File: config.mk
export PLATFORM = sky130hd
export DESIGN_NAME = divisor
export DESIGN_NICKNAME = d
export VERILOG_FILES = /design/src/rtl/divisor_pkg.sv /design/src/rtl/divisor_step.sv /design/src/rtl/divisor.sv
export SDC_FILE = /design/constraint.sdc
export NUM_CORES = 1
export LEC_CHECK = 0
export ABC_AREA = 0
export CORE_MARGIN = 3
export CORE_UTILIZATION = 57
export CTS_CLUSTER_SIZE = 14
export DETAILED_ROUTE_END_ITERATION = 8
export PLACE_DENSITY = 0.91
export SLEW_MARGIN = 20
export SYNTH_ARGS = -nofsm -noshare
export SYNTH_HDL_FRONTEND = slang
export SYNTH_SLANG_ARGS = --single-unit
File: constraint.sdc
create_clock -name clk -period 6.6 [get_ports clk]
set_input_delay 1.32 -clock clk [delete_from_list [all_inputs] [get_ports clk]]
set_output_delay 1.32 -clock clk [all_outputs]
set_load 0.005 [all_outputs]
File: src/rtl/divisor_pkg.sv
// divisor_pkg: shared FSM states, counter width and sign helpers for the sequential divider
// Ports: none (package). DIV_WIDTH is the default operand width used by the helpers.
package divisor_pkg;
    localparam int DIV_WIDTH = 32;
    localparam int CNT_W = $clog2(DIV_WIDTH + 1);

    typedef enum logic [1:0] {IDLE, RUN, ZERO, FIX} state_t;

    function automatic logic [DIV_WIDTH-1:0] negate(input logic [DIV_WIDTH-1:0] x);
        return ~x + 1'b1;
    endfunction

    // -2^31 maps to itself, which is the correct magnitude once read as unsigned
    function automatic logic [DIV_WIDTH-1:0] abs_val(input logic [DIV_WIDTH-1:0] x);
        return x[DIV_WIDTH-1] ? negate(x) : x;
    endfunction
endpackage

File: src/rtl/divisor_step.sv
// divisor_step: one combinational restoring-division iteration (shift, compare, subtract)
// Ports: r/q partial remainder and quotient in, d divisor magnitude, r_next/q_next after one step.
module divisor_step #(
    parameter int WIDTH = 32
) (
    input  logic [WIDTH:0]   r,
    input  logic [WIDTH-1:0] q,
    input  logic [WIDTH-1:0] d,
    output logic [WIDTH:0]   r_next,
    output logic [WIDTH-1:0] q_next
);
    logic [WIDTH:0] sh;
    logic           ge;

    // a set top bit of r means the shifted value exceeds any divisor
    always_comb begin
        sh     = {r[WIDTH-1:0], q[WIDTH-1]};
        ge     = r[WIDTH] | (sh >= {1'b0, d});
        r_next = ge ? sh - {1'b0, d} : sh;
        q_next = {q[WIDTH-2:0], ge};
    end
endmodule

File: src/rtl/divisor.sv
// divisor: sequential 32-bit restoring divider, quotient to div_lo, remainder to div_hi
// Ports: clk, reset (async active-high), div_start, dividend, divisor_in,
//        div_signed (only with DIVISOR_UNSIGNED_EN), div_busy, div_done, div_zero, div_hi, div_lo.
// Build option: define DIVISOR_UNSIGNED_EN to add div_signed (0 = unsigned DIVU); otherwise always signed.
module divisor
    import divisor_pkg::*;
#(
    parameter int WIDTH = DIV_WIDTH
) (
    input  logic             clk,
    input  logic             reset,
    input  logic             div_start,
    input  logic [WIDTH-1:0] dividend,
    input  logic [WIDTH-1:0] divisor_in,
`ifdef DIVISOR_UNSIGNED_EN
    input  logic             div_signed,
`endif
    output logic             div_busy,
    output logic             div_done,
    output logic             div_zero,
    output logic [WIDTH-1:0] div_hi,
    output logic [WIDTH-1:0] div_lo
);
    state_t           state;
    logic [CNT_W-1:0] cnt;
    logic [WIDTH:0]   r, r_next;
    logic [WIDTH-1:0] q, q_next, d;
    logic             neg_q, neg_r;
    logic             sgn;

`ifdef DIVISOR_UNSIGNED_EN
    assign sgn = div_signed;
`else
    assign sgn = 1'b1;
`endif

    divisor_step #(.WIDTH(WIDTH)) u_step (
        .r      (r),
        .q      (q),
        .d      (d),
        .r_next (r_next),
        .q_next (q_next)
    );

    always_ff @(posedge clk or posedge reset) begin
        if (reset) begin
            state    <= IDLE;
            cnt      <= '0;
            r        <= '0;
            q        <= '0;
            d        <= '0;
            neg_q    <= 1'b0;
            neg_r    <= 1'b0;
            div_busy <= 1'b0;
            div_done <= 1'b0;
            div_zero <= 1'b0;
            div_hi   <= '0;
            div_lo   <= '0;
        end else begin
            div_done <= 1'b0;
            case (state)
                IDLE: if (div_start) begin
                    q        <= sgn ? abs_val(dividend) : dividend;
                    d        <= sgn ? abs_val(divisor_in) : divisor_in;
                    neg_q    <= sgn & (dividend[WIDTH-1] ^ divisor_in[WIDTH-1]);
                    neg_r    <= sgn & dividend[WIDTH-1];
                    r        <= '0;
                    cnt      <= '0;
                    div_busy <= 1'b1;
                    div_zero <= 1'b0;
                    state    <= (divisor_in == '0) ? ZERO : RUN;
                end
                RUN: begin
                    r     <= r_next;
                    q     <= q_next;
                    cnt   <= cnt + 1'b1;
                    state <= (cnt == CNT_W'(WIDTH - 1)) ? FIX : RUN;
                end
                ZERO: begin
                    div_zero <= 1'b1;
                    div_done <= 1'b1;
                    div_busy <= 1'b0;
                    state    <= IDLE;
                end
                default: begin
                    div_lo   <= neg_q ? negate(q) : q;
                    div_hi   <= neg_r ? negate(r[WIDTH-1:0]) : r[WIDTH-1:0];
                    div_done <= 1'b1;
                    div_busy <= 1'b0;
                    state    <= IDLE;
                end
            endcase
        end
    end
endmodule

==> git commit body, run 1 <==
Log flow metrics for this revision

- The flow ran to the end, and the final reports show no timing, DRC or antenna violations.
- For reference, the post-synthesis area per instance comes to 8.55 µm².
- Crit-path leading delay family: AND-OR/OR-AND gates
- Measured along the y axis, the die boundary spans 146 µm.
- Hpwl dp: 21.5 mm
* Achievable clock frequency: 240 MHz
- Of the post-synthesis cell area, the dominant cell type holds 0.388.
- Number of diodes: 0
- The CTS report gives the tree buffer count as 17.
- Adders+Majority by Area: 0.0431
- The flow reported a cell area power density of 542 nW/µm².
* Top cells by count, synth: sky130_fd_sc_hd__nand2_1, sky130_fd_sc_hd__o21ai_0, sky130_fd_sc_hd__dfrtp_1
* Number of standard cells after synthesis: 1311
* Share of cells above drive strength 1: 0.0530
- Listed in order, past its start point the critical path passes ha_1 -> a21oi_1 -> o21ai_0 -> a31o_2 -> a311o_1 -> o21ai_0 -> a21oi_1 -> buf_4 -> nor2_1 -> o311ai_0.
- Final worst hold slack: 0.475 ns
* End point of the most critical hold path: div_lo[16]$_DFFE_PP0N_
- For the pin with the worst max-slew slack, the measured transition is 1.02 ns.
* Tmin final: 4.17 ns
* Violation tally from detailed-route iteration zero: 1192
- TritonCTS built the clock tree.
- Of the total synthesized cell area, the portion taken by AND-OR and OR-AND cells is 0.233.
- Most used cells in the layout excluding fill and tap cells: sky130_fd_sc_hd__nand2_1, sky130_fd_sc_hd__o21ai_0, sky130_fd_sc_hd__dfrtp_1
- All stages included, the depth of the critical timing path comes to 10.
- Along the critical path, the tally of buffer and inverter instances is 1.
* Number of global-route vias before repair: 9786
- The worst path meets setup with 2.43 ns of slack.
- The chip area line in the Yosys stat output reads 11200 µm².
-- run 1: registers in the layout, indices dropped and copies added (netlist names) --
register	count
cnt	6
d	32
div_busy	1
div_done	1
div_hi	32
div_lo	32
div_zero	1
neg_q	1
neg_r	1
q	32
r	33
state	2
-- run 1: routing by layer --
layer	part of all wire	routed length, µm	global-route usage	vias to the layer above
met5	0	0	0	-
met4	0.024	734	0.0945	0
met3	0.10	3040	0.0630	68
met2	0.44	13300	0.421	561
met1	0.43	13000	0.405	4899
li1	-	-	-	4900
-- run 1: layout make-up --
type / count / area [µm²]
clock buffers: 18 / 439
clock inverters: 14 / 231
flip-flops and latches: 174 / 4350
fillers: 1435 / 5640
repair buffers: 142 / 1390
well taps: 260 / 325
inverters: 53 / 204
multi-input cells: 1013 / 6430
Fig. 1: run 1, floorplan with the power grid
The bar under the picture is 50 µm long. Pins as bars on the die edge. Tap cells in gray.
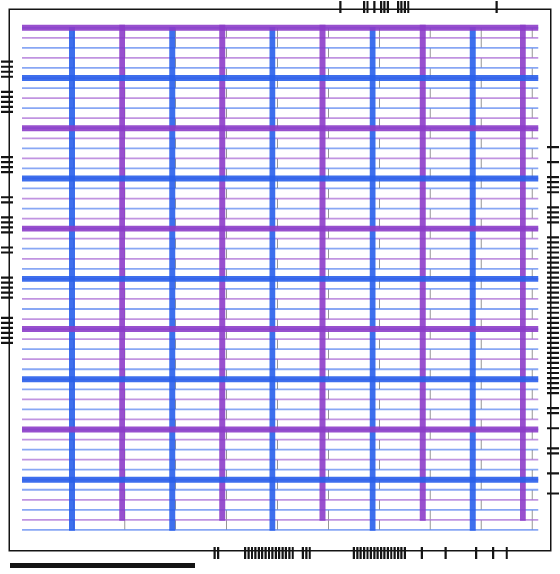
legend:
  blue:
    net: VSS
  purple:
    net: VDD
signal pins: 134
met5 straps: 10
rows: 50

Fig. 2: run 1, cell classes on the final placement
The bar under the picture is 50 µm long.
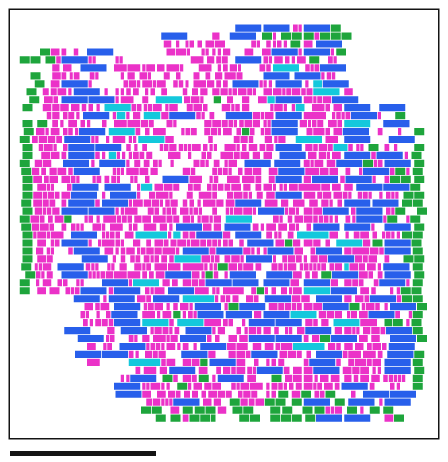
legend:
  magenta:
    class: all other logic
    cells: 1066
  blue:
    class: flops
    cells: 174
  green:
    class: other buffers and delay cells
    cells: 142
  cyan:
    class: clock drivers and dummy loads
    cells: 32
register share of the cell area: 0.326
Site Rows: 50
area of the core: 19000 µm²
Finished Cell Area: 13400 µm²
post-layout utilization of the core: 0.703

Fig. 3: run 1, clock distribution
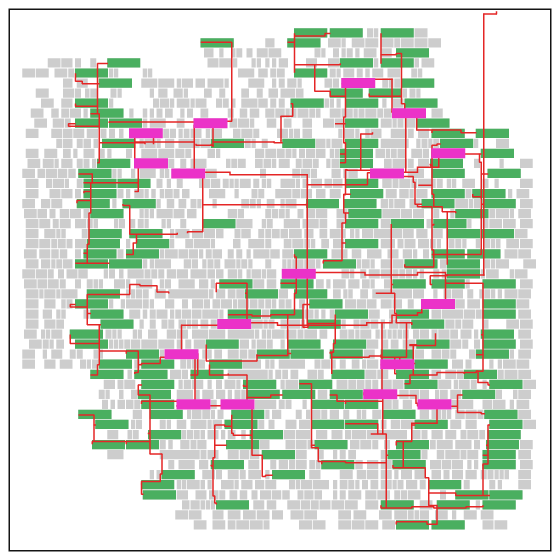
legend:
  red:
    item: clock wires
    length: 2070 µm
  magenta:
    item: cells driving clock nets
    count: 17
  green:
    item: flip-flops
    count: 174
flops lie: all over the die
total clock network power: 0.00114 W
worst clock skew on the final layout: 0.00912 ns

Fig. 4: run 1, routing congestion map
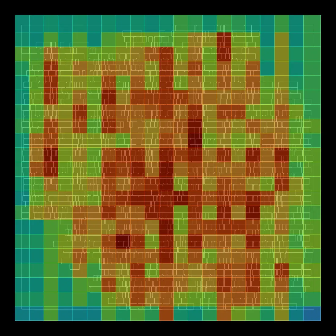

==> inputs of run 2 (changes only) <==
- clock period: 6.6 -> 3.85 ns (I/O delays scaled with it)
Fig. 5: run 2, routing congestion map
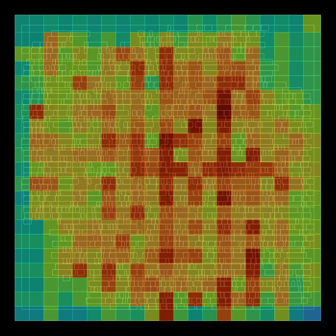
global-route layer with the greatest usage: met2
routed length per instance: 18.1 µm
global routing met3 resource utilization: 0.0466
met1 routing resource usage after global routing: 0.410

==> git commit body, run 2 <==
Log flow metrics for this revision

- Result of the run: complete, no violations (unchanged).
- The highest attainable clock frequency is 293 MHz (was 240 MHz).
* Power Dens Cells: 914 nW/µm² (was 542 nW/µm²)
- CTS Buf Count: 17 (unchanged)
- The area occupied by registers was 4350 µm² (unchanged).
* Crit-path leading delay family: AND-OR/OR-AND gates (unchanged)
* Share of cells above drive strength 1: 0.0616 (was 0.0530)
- The detailed route wirelength on metal3 is 2.71 mm (was 3.04 mm).
- Number of filler cells placed in the layout: 1483 (was 1435)
- The pin slew with the least headroom to its limit is 1.07 ns (was 1.02 ns).
- The cell count after synthesis came to 1311 (unchanged).
- The area fraction of the dominant cell type after synthesis is 0.388 (unchanged).
* Number of buffer and inverter stages on the critical path: 1 (unchanged)
- The number of DRC markers in iteration 0 is 833 (was 1192).
* Post-synthesis average cell area: 8.55 µm² (unchanged)
- Site Rows: 50 (unchanged)
- The placeable core region is 19000 µm² (unchanged).
* Met2 routing resource usage after global routing: 0.440 (was 0.421)
* Tmin final: 3.41 ns (was 4.17 ns)
- Stages on worst setup path: 10 (unchanged)
- Sum of routed wire segments on met1: 13.6 mm (was 13.0 mm)
- The TritonCTS clock tree is done (unchanged).
* Top routing layer in use: met4 (unchanged)
Fig. 6: run 2, cell classes on the final placement
The bar under the picture is 50 µm long.
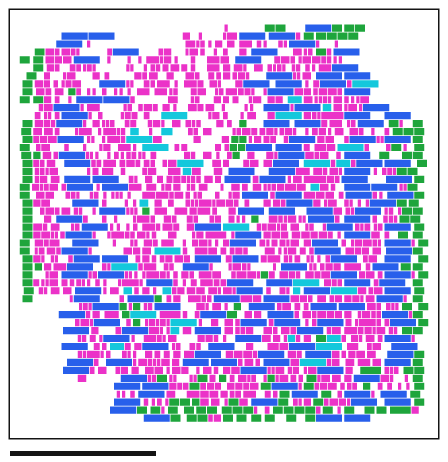
legend:
  green:
    class: other buffers and delay cells
    cells: 157
  cyan:
    class: clock drivers and dummy loads
    cells: 32
  magenta:
    class: all other logic
    cells: 1066
  blue:
    class: flops
    cells: 174
Finished Cell Area: 13400 µm²
post-layout utilization of the core: 0.706
register share of the cell area: 0.324

[run 2: cell counts after synthesis]
No cell type changed its count.
[run 2: logic make-up after synthesis]
logic type	Yosys count	synth area share
buffers and inverters	124	0.0420
multiplexers	7	0.00636
AND-OR/OR-AND	419	0.233
XOR/XNOR	145	0.113
AND/OR/NAND/NOR	404	0.174
adder cells (fa/ha/maj)	38	0.0431
flip-flops	174	0.388
[run 2: layout make-up]
| class | count | share of cell area |
|---|---|---|
| inverter | 53 | 0.0151 |
| multi-input combinational | 1013 | 0.479 |
| sequential | 174 | 0.324 |
| clock inverter | 11 | 0.00718 |
| timing repair buffer | 157 | 0.114 |
| tap | 260 | 0.0242 |
| clock buffer | 21 | 0.0358 |
No activity file was given, so power comes from the tool's default toggle rates.
